===== src/rtl/mem_initiator_if.sv =====
// rtl/mem_initiator_if.sv - request/response channels and memory pins of mem_initiator
interface mem_initiator_if #(
   parameter int ADDR_WIDTH = 2,
   parameter int DATA_WIDTH = 8
);
   // request channel (driver -> initiator)
   logic                  req_valid;
   logic                  req_ready;
   logic                  req_write;
   logic [ADDR_WIDTH-1:0] req_addr;
   logic [DATA_WIDTH-1:0] req_wdata;

   // response channel (initiator -> driver), reads only
   logic                  rsp_valid;
   logic                  rsp_ready;
   logic [ADDR_WIDTH-1:0] rsp_addr;
   logic [DATA_WIDTH-1:0] rsp_rdata;

   // single-port memory pins
   logic [ADDR_WIDTH-1:0] mem_addr;
   logic                  mem_wr_en;
   logic                  mem_rd_en;
   logic [DATA_WIDTH-1:0] mem_wdata;
   logic [DATA_WIDTH-1:0] mem_rdata;

   // the initiator itself: slave on the request channel, drives the memory
   modport slave (
      input  req_valid, req_write, req_addr, req_wdata,
      input  rsp_ready, mem_rdata,
      output req_ready, rsp_valid, rsp_addr, rsp_rdata,
      output mem_addr, mem_wr_en, mem_rd_en, mem_wdata
   );

   // the requesting side, which also owns the memory model
   modport master (
      output req_valid, req_write, req_addr, req_wdata,
      output rsp_ready, mem_rdata,
      input  req_ready, rsp_valid, rsp_addr, rsp_rdata,
      input  mem_addr, mem_wr_en, mem_rd_en, mem_wdata
   );
endinterface


===== src/rtl/mem_initiator.sv =====
// rtl/mem_initiator.sv - valid/ready command front end for a one-cycle-latency single-port memory
module mem_initiator #(
   parameter int ADDR_WIDTH  = 2,
   parameter int DATA_WIDTH  = 8,
   parameter int COUNT_WIDTH = 16
) (
   input  logic                   clk,
   input  logic                   reset,
   mem_initiator_if.slave         bus,
   output logic                   busy,
   output logic [COUNT_WIDTH-1:0] wr_count,
   output logic [COUNT_WIDTH-1:0] rd_count
);

   typedef enum logic [2:0] {
      IDLE    = 3'd0,
      WRITE   = 3'd1,
      READ    = 3'd2,
      CAPTURE = 3'd3,
      RESP    = 3'd4
   } state_t;

   localparam logic [COUNT_WIDTH-1:0] COUNT_ONE = {{(COUNT_WIDTH-1){1'b0}}, 1'b1};

   state_t state;
   state_t state_next;

   // registered memory pins; address and data keep their last value between pulses
   logic [ADDR_WIDTH-1:0]  mem_addr_q;
   logic [DATA_WIDTH-1:0]  mem_wdata_q;
   logic                   mem_wr_en_q;
   logic                   mem_rd_en_q;

   // registered response channel
   logic                   rsp_valid_q;
   logic [ADDR_WIDTH-1:0]  rsp_addr_q;
   logic [DATA_WIDTH-1:0]  rsp_rdata_q;

   logic [COUNT_WIDTH-1:0] wr_count_q;
   logic [COUNT_WIDTH-1:0] rd_count_q;

   // decoded handshakes for the current cycle
   logic req_fire;
   logic rsp_fire;

   // state register; reset drops any transaction in flight straight back to IDLE
   always_ff @(posedge clk or posedge reset) begin
      if (reset) begin
         state <= IDLE;
      end else begin
         state <= state_next;
      end
   end

   // next-state decode and handshake qualification
   always_comb begin
      state_next = state;
      req_fire   = 1'b0;
      rsp_fire   = 1'b0;
      case (state)
         IDLE: begin
            if (bus.req_valid) begin
               req_fire   = 1'b1;
               state_next = bus.req_write ? WRITE : READ;
            end
         end
         WRITE: begin
            state_next = IDLE;
         end
         READ: begin
            state_next = CAPTURE;
         end
         CAPTURE: begin
            state_next = RESP;
         end
         RESP: begin
            // rsp_valid is always high in RESP, so rsp_ready alone completes it
            if (bus.rsp_ready) begin
               rsp_fire   = 1'b1;
               state_next = IDLE;
            end
         end
         default: begin
            state_next = IDLE;
         end
      endcase
   end

   // memory pin drive: one-cycle enable pulses launched from the accepting IDLE cycle
   always_ff @(posedge clk or posedge reset) begin
      if (reset) begin
         mem_addr_q  <= '0;
         mem_wdata_q <= '0;
         mem_wr_en_q <= 1'b0;
         mem_rd_en_q <= 1'b0;
      end else begin
         if (req_fire) begin
            mem_addr_q <= bus.req_addr;
            if (bus.req_write) begin
               mem_wdata_q <= bus.req_wdata;
               mem_wr_en_q <= 1'b1;
            end else begin
               mem_rd_en_q <= 1'b1;
            end
         end
         // the memory samples the enable at the end of WRITE/READ, so drop it there
         if (state == WRITE) begin
            mem_wr_en_q <= 1'b0;
         end
         if (state == READ) begin
            mem_rd_en_q <= 1'b0;
         end
      end
   end

   // response capture: rdata is valid during CAPTURE and is held until consumed
   always_ff @(posedge clk or posedge reset) begin
      if (reset) begin
         rsp_valid_q <= 1'b0;
         rsp_addr_q  <= '0;
         rsp_rdata_q <= '0;
      end else begin
         if (state == CAPTURE) begin
            rsp_valid_q <= 1'b1;
            rsp_addr_q  <= mem_addr_q;
            rsp_rdata_q <= bus.mem_rdata;
         end else if (rsp_fire) begin
            rsp_valid_q <= 1'b0;
         end
      end
   end

   // completion counters; a write counts when its pulse finishes, a read on response handshake
   always_ff @(posedge clk or posedge reset) begin
      if (reset) begin
         wr_count_q <= '0;
         rd_count_q <= '0;
      end else begin
         if (state == WRITE) begin
            wr_count_q <= wr_count_q + COUNT_ONE;
         end
         if (rsp_fire) begin
            rd_count_q <= rd_count_q + COUNT_ONE;
         end
      end
   end

   assign bus.req_ready = (state == IDLE);
   assign bus.rsp_valid = rsp_valid_q;
   assign bus.rsp_addr  = rsp_addr_q;
   assign bus.rsp_rdata = rsp_rdata_q;
   assign bus.mem_addr  = mem_addr_q;
   assign bus.mem_wdata = mem_wdata_q;
   assign bus.mem_wr_en = mem_wr_en_q;
   assign bus.mem_rd_en = mem_rd_en_q;

   assign busy     = (state != IDLE);
   assign wr_count = wr_count_q;
   assign rd_count = rd_count_q;

endmodule


===== src/flat_wrapper.sv =====
// flat-port wrapper written by rule: the top's interface ports become plain ports
module mem_initiator_flat 
#(
   parameter int ADDR_WIDTH  = 2,
   parameter int DATA_WIDTH  = 8,
   parameter int COUNT_WIDTH = 16
)
  (clk, reset, busy, wr_count, rd_count, bus_req_valid, bus_req_write, bus_req_addr, bus_req_wdata, bus_rsp_ready, bus_mem_rdata, bus_req_ready, bus_rsp_valid, bus_rsp_addr, bus_rsp_rdata, bus_mem_addr, bus_mem_wr_en, bus_mem_rd_en, bus_mem_wdata);
  mem_initiator_if #(.ADDR_WIDTH(ADDR_WIDTH), .DATA_WIDTH(DATA_WIDTH)) bus_i ();
  input  logic clk;
  input  logic reset;
  output logic busy;
  output logic [COUNT_WIDTH-1:0] wr_count;
  output logic [COUNT_WIDTH-1:0] rd_count;
  input wire logic [$bits(bus_i.req_valid)-1:0] bus_req_valid;
  input wire logic [$bits(bus_i.req_write)-1:0] bus_req_write;
  input wire logic [$bits(bus_i.req_addr)-1:0] bus_req_addr;
  input wire logic [$bits(bus_i.req_wdata)-1:0] bus_req_wdata;
  input wire logic [$bits(bus_i.rsp_ready)-1:0] bus_rsp_ready;
  input wire logic [$bits(bus_i.mem_rdata)-1:0] bus_mem_rdata;
  output wire logic [$bits(bus_i.req_ready)-1:0] bus_req_ready;
  output wire logic [$bits(bus_i.rsp_valid)-1:0] bus_rsp_valid;
  output wire logic [$bits(bus_i.rsp_addr)-1:0] bus_rsp_addr;
  output wire logic [$bits(bus_i.rsp_rdata)-1:0] bus_rsp_rdata;
  output wire logic [$bits(bus_i.mem_addr)-1:0] bus_mem_addr;
  output wire logic [$bits(bus_i.mem_wr_en)-1:0] bus_mem_wr_en;
  output wire logic [$bits(bus_i.mem_rd_en)-1:0] bus_mem_rd_en;
  output wire logic [$bits(bus_i.mem_wdata)-1:0] bus_mem_wdata;
  assign bus_i.req_valid = bus_req_valid;
  assign bus_i.req_write = bus_req_write;
  assign bus_i.req_addr = bus_req_addr;
  assign bus_i.req_wdata = bus_req_wdata;
  assign bus_i.rsp_ready = bus_rsp_ready;
  assign bus_i.mem_rdata = bus_mem_rdata;
  assign bus_req_ready = bus_i.req_ready;
  assign bus_rsp_valid = bus_i.rsp_valid;
  assign bus_rsp_addr = bus_i.rsp_addr;
  assign bus_rsp_rdata = bus_i.rsp_rdata;
  assign bus_mem_addr = bus_i.mem_addr;
  assign bus_mem_wr_en = bus_i.mem_wr_en;
  assign bus_mem_rd_en = bus_i.mem_rd_en;
  assign bus_mem_wdata = bus_i.mem_wdata;
  mem_initiator #(.ADDR_WIDTH(ADDR_WIDTH), .DATA_WIDTH(DATA_WIDTH), .COUNT_WIDTH(COUNT_WIDTH)) u_core (.clk(clk), .reset(reset), .bus(bus_i), .busy(busy), .wr_count(wr_count), .rd_count(rd_count));
endmodule

===== config.mk =====
export PLATFORM = sky130hd
export DESIGN_NAME = mem_initiator_flat
export DESIGN_NICKNAME = d
export VERILOG_FILES = /design/src/rtl/mem_initiator_if.sv /design/src/rtl/mem_initiator.sv /design/src/flat_wrapper.sv
export SDC_FILE = /design/constraint.sdc
export NUM_CORES = 1
export LEC_CHECK = 0
export CELL_PAD_IN_SITES_DETAIL_PLACEMENT = 1
export CELL_PAD_IN_SITES_GLOBAL_PLACEMENT = 1
export CORE_MARGIN = 5
export CORE_UTILIZATION = 32
export CTS_CLUSTER_DIAMETER = 60
export CTS_CLUSTER_SIZE = 25
export DETAILED_ROUTE_END_ITERATION = 10
export GPL_ROUTABILITY_DRIVEN = 0
export HOLD_SLACK_MARGIN = 0.06
export PLACE_DENSITY_LB_ADDON = 0.1
export SLEW_MARGIN = 20
export SYNTH_ARGS = -nofsm -noshare
export SYNTH_HDL_FRONTEND = slang
export SYNTH_SLANG_ARGS = --single-unit

===== constraint.sdc =====
create_clock -name clk -period 1.61 [get_ports clk]
set_input_delay 0.322 -clock clk [delete_from_list [all_inputs] [get_ports clk]]
set_output_delay 0.322 -clock clk [all_outputs]
set_load 0.01 [all_outputs]

metal_stack.png
(4 px per um) Only two layers are drawn.
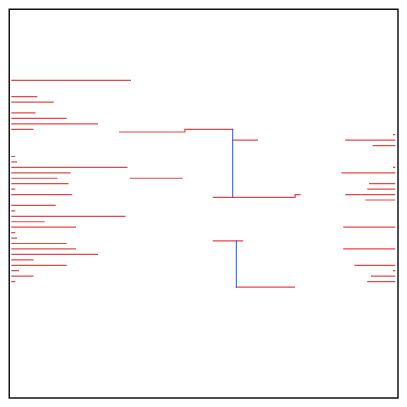
Key: met4 = blue [wire length 28.6 um]; met3 = red [wire length 524 um]
aggregate global-route resource usage: 13.6%
via count: 1877
final wirelength: 6.10 mm
DR WL/cell: 14.8 um

final_placement.png
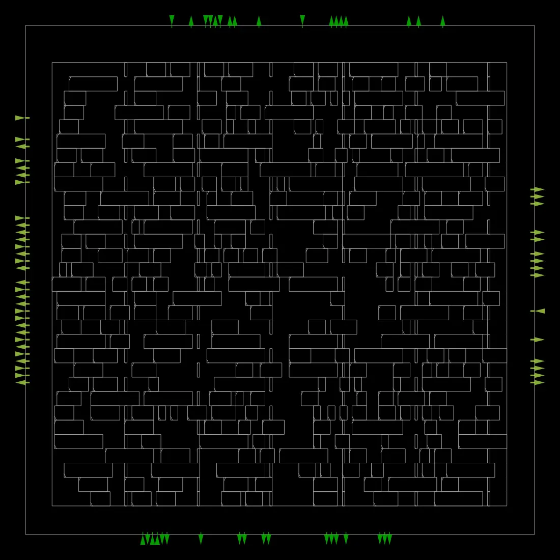
final cell count without fillers: 413
Core Area: 7290 sq um
n_taps: 99

==> CHANGELOG.md <==
### Implementation results

- Number of synthesized flops with an enable pin: 0
- H-tree depth: 3
- Final setup violation count: 1
- Failing checks: negative setup slack
- P_sw: 1.81 mW
- WP buf/inv: 1
- Setup TNS: -0.0189 ns
- Final hold violations: 0
- Top delay family on crit path: simple AND/OR/NAND/NOR gates
- Largest net degree at the start of global routing: 59
- CTS tree: done
- Status: finished with violations
- Layout area overhead: 64.3%
- DR pass1 iterations: 4
- Top FF cell, synth: dfrtp_1
- Share of cells above drive strength 1: 30.3%
- WS Path Type: register to register
- Die Height: 96.8 um
- Post-Syn Instances: approximately 190
- Final worst slack: -0.0189 ns
- Clock-pin slew on the worst setup and hold paths: 0.07 ns
- Chip area: about 9400 sq um
- Clk_lat worst skew: between 0.3 and 0.4 ns
- Dominant cell by count in the synthesized netlist: dfrtp_1
- Seq. cell area: ~1500 sq um
- # IOs: 80
- Antenna diodes: 0
- Comb. cell area: slightly above 1000 sq um
-- cell type report --
| cell class | count | area share [%] |
|---|---|---|
| Clock buffer | 9 | 3.13 |
| Clock inverter | 7 | 2.37 |
| Inverter | 5 | 0.568 |
| Multi-Input combinational cell | 120 | 25.7 |
| Sequential cell | 58 | 36.8 |
| Tap cell | 99 | 3.13 |
| Timing Repair Buffer | 115 | 28.4 |
-- registers in the layout, summed over array words and instances (netlist names), 2 cells and up --
name,cells
u_core.bus.rsp_addr,2
u_core.bus.mem_wdata,8
u_core.state,3
u_core.bus.mem_addr,2
u_core.bus.rsp_rdata,8
u_core.rd_count,16
u_core.wr_count,16
-- stage by stage --
stage / cells / total power [mW]
after global placement: 380 / 4.33
after global routing: 413 / 6.46
after detailed placement: 380 / 4.37
after floorplan: 187 / 3.11
after CTS: 409 / 5.91
final: 413 / 6.04
-- worst min-delay path, delay by kind of cell --
family | cells | cell delay [ns]
buffers and inverters | 3 | 0.83
-- cells in the final DEF, fill, tap and decap left out, drive strengths merged, types with 4 or more instances in the layout --
| cell | n |
|---|---|
| inv | 4 |
| nor2 | 9 |
| mux2 | 22 |
| xor2 | 7 |
| clkbuf | 9 |
| dlygate4sd2 | 18 |
| dlymetal6s2s | 21 |
| clkdlybuf4s50 | 38 |
| nand4 | 6 |
| and3 | 6 |
| nand3 | 11 |
| dfrtp | 58 |
| nand2 | 14 |
| xnor2 | 23 |
| buf | 38 |
| nor3 | 4 |
-- routing by layer --
| layer | global-route usage, % | share of wire (%) |
|---|---|---|
| met5 | 0 | 0 |
| met4 | 3.89 | 0.46 |
| met3 | 7.70 | 8.6 |
| met2 | 21.4 | 49 |
| met1 | 15.7 | 42 |
-- timing repair --
action	CTS	global route
endpoints found under the hold margin	0	0
setup buffers	13	4
resized	32	46
setup endpoints to repair	41	48
pin swaps	6	4
Power is estimated from default activity; no workload was simulated.
